==> images/registers.png <==
Scale bar: 100 um. Other sequential cells in the stronger gray, the rest of the logic in the fainter gray.
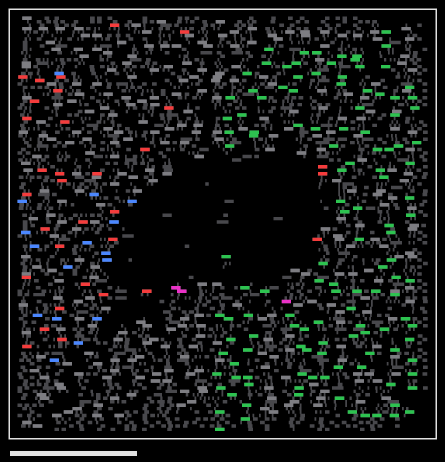
==> images/metal_stack.png <==
Only two layers are drawn.
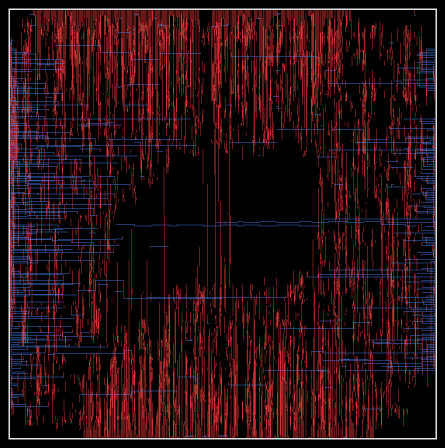
==> images/density.png <==
Scale bar: 100 um. The die is cut into 34 by 34 equal tiles; dark purple is low, yellow is high, 0 to 100% covered.
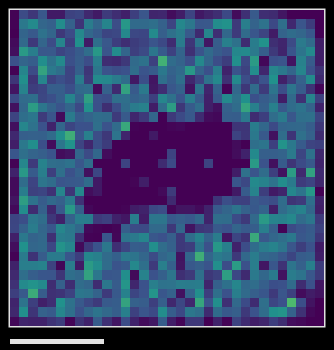
[src/rtl/mem_arbiter.sv]
// rtl/mem_arbiter.sv - shares one memory port between an instruction reader and a data reader/writer
//
// Ports:
//   clk, rst                      clock and synchronous active-low reset
//   ARADDR_IM/ARVALID_IM/ARREADY_IM      instruction-side read request
//   RDATA_IM/RVALID_IM/RREADY_IM         instruction-side read response
//   ARADDR_DM/ARVALID_DM/ARREADY_DM      data-side read request
//   RDATA_DM/RVALID_DM/RREADY_DM         data-side read response
//   AWADDR_DM/AWVALID_DM/AWREADY_DM,
//   WDATA_DM/WSTRB_DM/WVALID_DM/WREADY_DM data-side write
//   ARADDR_S/ARVALID_S/ARREADY_S         shared memory read address
//   RDATA_S/RVALID_S/RREADY_S            shared memory read data
//   AWADDR_S/AWVALID_S/AWREADY_S,
//   WDATA_S/WSTRB_S/WVALID_S/WREADY_S    shared memory write
//
// Every output is a flop; requests are only looked at in IDLE, so a
// transaction in flight is never disturbed by new requests.

module mem_arbiter #(
    parameter int ADDR_W = 32,
    parameter int DATA_W = 128
) (
    input  logic                clk,
    input  logic                rst,

    input  logic [ADDR_W-1:0]   ARADDR_IM,
    input  logic                ARVALID_IM,
    output logic                ARREADY_IM,
    output logic [DATA_W-1:0]   RDATA_IM,
    output logic                RVALID_IM,
    input  logic                RREADY_IM,

    input  logic [ADDR_W-1:0]   ARADDR_DM,
    input  logic                ARVALID_DM,
    output logic                ARREADY_DM,
    output logic [DATA_W-1:0]   RDATA_DM,
    output logic                RVALID_DM,
    input  logic                RREADY_DM,

    input  logic [ADDR_W-1:0]   AWADDR_DM,
    input  logic                AWVALID_DM,
    output logic                AWREADY_DM,
    input  logic [DATA_W-1:0]   WDATA_DM,
    input  logic [DATA_W/8-1:0] WSTRB_DM,
    input  logic                WVALID_DM,
    output logic                WREADY_DM,

    output logic [ADDR_W-1:0]   ARADDR_S,
    output logic                ARVALID_S,
    input  logic                ARREADY_S,
    input  logic [DATA_W-1:0]   RDATA_S,
    input  logic                RVALID_S,
    output logic                RREADY_S,

    output logic [ADDR_W-1:0]   AWADDR_S,
    output logic                AWVALID_S,
    input  logic                AWREADY_S,
    output logic [DATA_W-1:0]   WDATA_S,
    output logic [DATA_W/8-1:0] WSTRB_S,
    output logic                WVALID_S,
    input  logic                WREADY_S
);

    typedef enum logic [2:0] {
        IDLE,
        AR,
        R,
        RESP,
        W
    } state_t;

    localparam logic GNT_IM = 1'b0;
    localparam logic GNT_DM = 1'b1;

    state_t state;
    logic   last_grant;   // master that won the previous grant
    logic   gnt_dm;       // owner of the transaction in flight
    logic   aw_done;      // write address handshake already completed
    logic   w_done;       // write data handshake already completed

    logic im_req;
    logic dm_wr;
    logic dm_rd;
    logic dm_req;
    logic pick_dm;
    logic aw_ok;
    logic w_ok;

    // Request decode. These nets only feed flops, so outputs stay registered.
    always_comb begin
        im_req  = ARVALID_IM;
        dm_wr   = AWVALID_DM & WVALID_DM;
        dm_rd   = ARVALID_DM & ~dm_wr;      // a data-side write beats its own read
        dm_req  = dm_wr | dm_rd;
        // DM wins when alone, or on contention when IM had the last grant.
        pick_dm = dm_req & (~im_req | (last_grant == GNT_IM));
        // A channel is finished when it already completed or completes this cycle.
        aw_ok   = aw_done | (AWVALID_S & AWREADY_S);
        w_ok    = w_done  | (WVALID_S  & WREADY_S);
    end

    always_ff @(posedge clk) begin
        if (!rst) begin
            state      <= IDLE;
            last_grant <= GNT_DM;   // so the first contended grant goes to IM
            gnt_dm     <= 1'b0;
            aw_done    <= 1'b0;
            w_done     <= 1'b0;
            ARREADY_IM <= 1'b0;
            ARREADY_DM <= 1'b0;
            AWREADY_DM <= 1'b0;
            WREADY_DM  <= 1'b0;
            RDATA_IM   <= '0;
            RVALID_IM  <= 1'b0;
            RDATA_DM   <= '0;
            RVALID_DM  <= 1'b0;
            ARADDR_S   <= '0;
            ARVALID_S  <= 1'b0;
            RREADY_S   <= 1'b0;
            AWADDR_S   <= '0;
            AWVALID_S  <= 1'b0;
            WDATA_S    <= '0;
            WSTRB_S    <= '0;
            WVALID_S   <= 1'b0;
        end else begin
            // Master-side readies are single-cycle acceptance pulses.
            ARREADY_IM <= 1'b0;
            ARREADY_DM <= 1'b0;
            AWREADY_DM <= 1'b0;
            WREADY_DM  <= 1'b0;

            case (state)
                IDLE: begin
                    if (im_req | dm_req) begin
                        last_grant <= pick_dm;
                        gnt_dm     <= pick_dm;
                        if (pick_dm && dm_wr) begin
                            AWADDR_S   <= AWADDR_DM;
                            WDATA_S    <= WDATA_DM;
                            WSTRB_S    <= WSTRB_DM;
                            AWREADY_DM <= 1'b1;
                            WREADY_DM  <= 1'b1;
                            aw_done    <= 1'b0;
                            w_done     <= 1'b0;
                            state      <= W;
                        end else if (pick_dm) begin
                            ARADDR_S   <= ARADDR_DM;
                            ARREADY_DM <= 1'b1;
                            state      <= AR;
                        end else begin
                            ARADDR_S   <= ARADDR_IM;
                            ARREADY_IM <= 1'b1;
                            state      <= AR;
                        end
                    end
                end

                AR: begin
                    // First cycle in AR raises ARVALID_S; it then waits for the slave.
                    if (!ARVALID_S) begin
                        ARVALID_S <= 1'b1;
                    end else if (ARREADY_S) begin
                        ARVALID_S <= 1'b0;
                        RREADY_S  <= 1'b1;
                        state     <= R;
                    end
                end

                R: begin
                    if (RVALID_S) begin
                        RREADY_S <= 1'b0;
                        if (gnt_dm) begin
                            RDATA_DM  <= RDATA_S;
                            RVALID_DM <= 1'b1;
                        end else begin
                            RDATA_IM  <= RDATA_S;
                            RVALID_IM <= 1'b1;
                        end
                        state <= RESP;
                    end
                end

                RESP: begin
                    // Data registers are untouched here, so the response holds stable.
                    if ((gnt_dm && RREADY_DM) || (!gnt_dm && RREADY_IM)) begin
                        RVALID_IM <= 1'b0;
                        RVALID_DM <= 1'b0;
                        state     <= IDLE;
                    end
                end

                W: begin
                    // Both channels rise together on the first W cycle and then
                    // retire independently on their own ready.
                    if (!aw_done) begin
                        if (!AWVALID_S) begin
                            AWVALID_S <= 1'b1;
                        end else if (AWREADY_S) begin
                            AWVALID_S <= 1'b0;
                            aw_done   <= 1'b1;
                        end
                    end
                    if (!w_done) begin
                        if (!WVALID_S) begin
                            WVALID_S <= 1'b1;
                        end else if (WREADY_S) begin
                            WVALID_S <= 1'b0;
                            w_done   <= 1'b1;
                        end
                    end
                    if (aw_ok && w_ok) begin
                        aw_done <= 1'b0;
                        w_done  <= 1'b0;
                        state   <= IDLE;
                    end
                end

                default: state <= IDLE;
            endcase
        end
    end

endmodule

[config.mk]
export PLATFORM = sky130hd
export DESIGN_NAME = mem_arbiter
export DESIGN_NICKNAME = d
export VERILOG_FILES = /design/src/rtl/mem_arbiter.sv
export SDC_FILE = /design/constraint.sdc
export NUM_CORES = 1
export LEC_CHECK = 0
export CELL_PAD_IN_SITES_DETAIL_PLACEMENT = 2
export CELL_PAD_IN_SITES_GLOBAL_PLACEMENT = 2
export CORE_AREA = 5 5 330 332
export DETAILED_ROUTE_END_ITERATION = 8
export DIE_AREA = 0 0 335 337
export PLACE_DENSITY_LB_ADDON = 0.1
export SETUP_SLACK_MARGIN = 0.15
export SLEW_MARGIN = 20
export SYNTH_ARGS = -nofsm -noshare
export SYNTH_HDL_FRONTEND = slang
export SYNTH_SLANG_ARGS = --single-unit
[constraint.sdc]
create_clock -name clk -period 3.71 [get_ports clk]
set_input_delay 0.371 -clock clk [delete_from_list [all_inputs] [get_ports clk]]
set_output_delay 0.371 -clock clk [all_outputs]
set_load 0.02 [all_outputs]
==> results.txt <==
Entry: Yosys synthesis followed by OpenROAD place and route.

Final timing:
- Derived from the worst setup path, the maximum achievable clock frequency is 417 MHz.
- Per the final timing report, the hold violations number 0.
- On the final layout, the worst clock skew is 17.6 ps.
- Of the available clock period, the critical path in the final layout requires 64.7%.
- The run puts the shortest clock period the worst path allows after layout at 2400 ps.
- The run gives the accumulated negative setup slack as 0 ps.
- The run puts the final setup slack of the worst path at 1310 ps.
- The run gives the actual slew at the worst max-slew pin as 923 ps.
- The run puts the relative slew slack at 38.4%.
- The run gives the count of pins over their slew limit as 0.

GRT:
- The run gives the number of antenna violations at the first check in global routing as 31.
- The run puts the number of global-route vias before repair at 20000.
- The first global-routing pass estimated 140000 um of wire.
- Entering global routing, the biggest net connects 108 pins.
- For this run, the total global-route usage over all layers was measured as 16.8%.
- The run gives the met3 track utilization from global routing as 6.72%.
- Global routing finished with a remaining overflow of 0.
- The global routing report lists met1 layer usage as 16.9%.

Clocking:
- The number of hold buffers added after CTS was 0.
- In this run the number of H-tree levels came out at 3.
- The run puts the number of sinks handled by clock tree synthesis at 480.
- The run puts the insertion delay of the later-clocked pin in the worst-skew pair at 610 ps.
- The run puts the number of CTS-inserted buffers at 66.
- The run gives the post-cts resize count as 0.
- TritonCTS built the clock tree.

Run:
- The run puts the tool warning count at 29.
- The run puts the max capacitance violation total at 0.

Yosys:
- The run puts the average footprint of a synthesized cell at 8.01 um^2.
- The run gives the main kind of combinational logic by area as simple AND/OR/NAND/NOR gates.
- The run gives the portion of netlist area occupied by mux cells as 1.97%.
- The mapped netlist covers 16800 um^2.
- In this run, the synthesized area fraction spent on and/or/nand/nor cells is recorded as 20.6%.
- The run puts the total number of yosys warnings at 0.
- The run puts the number of nets at floorplan at 2484.
- The run puts the chip area from the yosys synthesis statistics at 16800 um^2.
- The run gives the register bit total from synthesis as 480.
- The netlist uses 33 different library cells.
- The run puts the part of the Yosys area used for sequential elements at 57.0%.
- The run gives the AND-OR/OR-AND share of the synthesized area as 15.8%.

Critical path:
- The worst register-to-register path begins at state[2].
- In this run the critical path is formed by nand4bb_1, nor2_4, buf_4, nand2_1, a21oi_1.
- The run gives the number of cells on the worst reg-to-reg path as 5.
- The run gives the reg-to-reg setup timing slack as 1310 ps.
- The worst setup path is of the reg2reg kind.
- The run puts the required arrival time at the worst endpoint at 4240 ps.
- In this run the worst path has a maximum fanout of 22.
- The largest individual stage delay along the critical path comes from the cell sky130_fd_sc_hd__nor2_4.
- On the worst path, the slowest cell contributes a delay of 830 ps.

Hold path:
- The run gives the end point of the most critical hold path as AWADDR_S[27].
- The type recorded for the worst min-delay path is in2reg.

Final layout:
- The run gives the register area as 9610 um^2.
- The run puts the number of filler instances in the final layout at 12000.
- The run gives the dominant logic cell type in the layout as sky130_fd_sc_hd__nand2_1.
- In the layout the commonest cells are 875 x sky130_fd_sc_hd__nand2_1, 853 x sky130_fd_sc_hd__clkdlybuf4s50_1, 480 x sky130_fd_sc_hd__dfxtp_1.
- The run gives the number of non-filler instances in the completed layout as 4369.

Die:
- The run puts the overall chip area at 113000 um^2.
- Per the OpenROAD floorplan log, the height of the die is 337 um.
- In this run the horizontal extent of the chip is 335 um.

Detailed routing:
- After detailed routing, the met2 layer carries 51100 um of wire.
- The run gives the wire length per cell as 22.7 um.
- Per the detail_route report, DRC violations left total 0.
- The run gives the number of optimization iterations in the first detailed-route pass as 4.
- The run gives the routed via count as 17900.

Place:
- The run puts the cell total after placement at 4244.
- The final weighted congestion recorded by global placement is 0.781.
- The run puts the pre-CTS setup slack at 917 ps.
- The run gives the number of port buffers as 853.
- In this run the cell area measured after placement is 27100 um^2.

Power:
- The completed layout was analyzed and its total power is 13500 uW.
- The run puts the leakage power at 0.00976 uW.

Status:
- The run finished with clean final reports.
About registers.png:
| color | netlist name | placed flops |
|---|---|---|
| red | AWADDR_S | 32 |
| magenta | state | 3 |
| blue | WSTRB_S | 16 |
| green | RDATA_DM | 128 |
not colored: 301
share of cell area taken by flip-flops and latches: 32.9%
power dissipated in sequential cells: 5450 uW
end-of-flow core utilization: 27.6%

About metal_stack.png:
| color | layer | wire length |
|---|---|---|
| blue | met3 | 8990 um |
| red | met2 | 51.1 mm |

About density.png:
nearly empty tiles: 13%
mean over tiles: 24%
emptiest ninth of the die: center
fullest tile: 68%
Core Density at Floorplan: 15.9%
Std-Cell Core Area: 106000 um^2

worst max path at each step:
stage	from	end	cells after the start
2_1_floorplan	state[2]	AWADDR_S[10]	7
3_3_place_gp	ARVALID_IM	AWADDR_S[15]	6
3_5_place_dp	RVALID_S	RDATA_IM[77]	6
4_1_cts	state[1]	RDATA_IM[77]	5
5_1_grt	state[1]	RDATA_IM[77]	5
6_report	state[2]	RDATA_IM[12]	5
cell usage after synthesis:
cell type                   number  area share [%]
sky130_fd_sc_hd__mux2_2          1           0.067
sky130_fd_sc_hd__a211o_1         2            0.10
sky130_fd_sc_hd__dfxtp_1       480              57
sky130_fd_sc_hd__nand4bb_1       1           0.067
sky130_fd_sc_hd__o211ai_1        2           0.089
sky130_fd_sc_hd__buf_4          17            0.76
sky130_fd_sc_hd__o211a_1         2            0.12
sky130_fd_sc_hd__nand2b_1        4            0.15
sky130_fd_sc_hd__o21ai_0        38             1.1
sky130_fd_sc_hd__clkbuf_2        2           0.059
sky130_fd_sc_hd__o2bb2ai_1       2            0.10
sky130_fd_sc_hd__nand4b_1        2            0.10
sky130_fd_sc_hd__clkbuf_1       64             1.4
sky130_fd_sc_hd__a21oi_2         1           0.052
sky130_fd_sc_hd__nand2_1       875              19
sky130_fd_sc_hd__nor2b_1         1           0.037
sky130_fd_sc_hd__mux2i_1        32             1.9
sky130_fd_sc_hd__inv_1           1           0.022
sky130_fd_sc_hd__buf_1           4           0.089
sky130_fd_sc_hd__nand3_1         2           0.059
sky130_fd_sc_hd__nor3_4          1           0.097
sky130_fd_sc_hd__or3_4           1           0.067
sky130_fd_sc_hd__nor3_1          2           0.059
sky130_fd_sc_hd__buf_2          73             2.2
sky130_fd_sc_hd__inv_2           1           0.022
sky130_fd_sc_hd__a21oi_1       471              14
sky130_fd_sc_hd__and2_1          3            0.11
sky130_fd_sc_hd__a2bb2oi_1       1           0.052
sky130_fd_sc_hd__nand3b_1        1           0.045
sky130_fd_sc_hd__a41oi_1         2            0.10
sky130_fd_sc_hd__nor2_1         12            0.27
sky130_fd_sc_hd__a211oi_1        2           0.089
sky130_fd_sc_hd__or2_2           1           0.037
power breakdown:
part	switching, uW	total, uW	internal, uW
registers	108	5450	5340
logic	913	1750	836
clock network	2490	6310	3810
total	3510	13500	9990
layout make-up:
cell class / count / area share [%]
Antenna cell: 13 / 0.111
Clock buffer: 100 / 6.94
Tap cell: 1403 / 6.01
Inverter: 2 / 0.0514
Timing Repair Buffer: 897 / 31.3
Sequential cell: 480 / 32.9
Multi-Input combinational cell: 1462 / 22.3
Clock inverter: 12 / 0.304
critical path: cells and delay by family (launching register included):
kind	cells	cell delay, ps
and+or+nand+nor	3	1390
buffers and inverters	1	330
DFF	1	440
AOI/OAI and AO/OA	1	150
flip-flops by register name, summed over array words and instances (netlist names), 3 cells and up:
| register | flops |
|---|---|
| RDATA_DM | 128 |
| RDATA_IM | 128 |
| WDATA_S | 128 |
| ARADDR_S | 32 |
| AWADDR_S | 32 |
| WSTRB_S | 16 |
| state | 3 |
Power figures rest on the tool's default switching activity, not on a simulated workload.
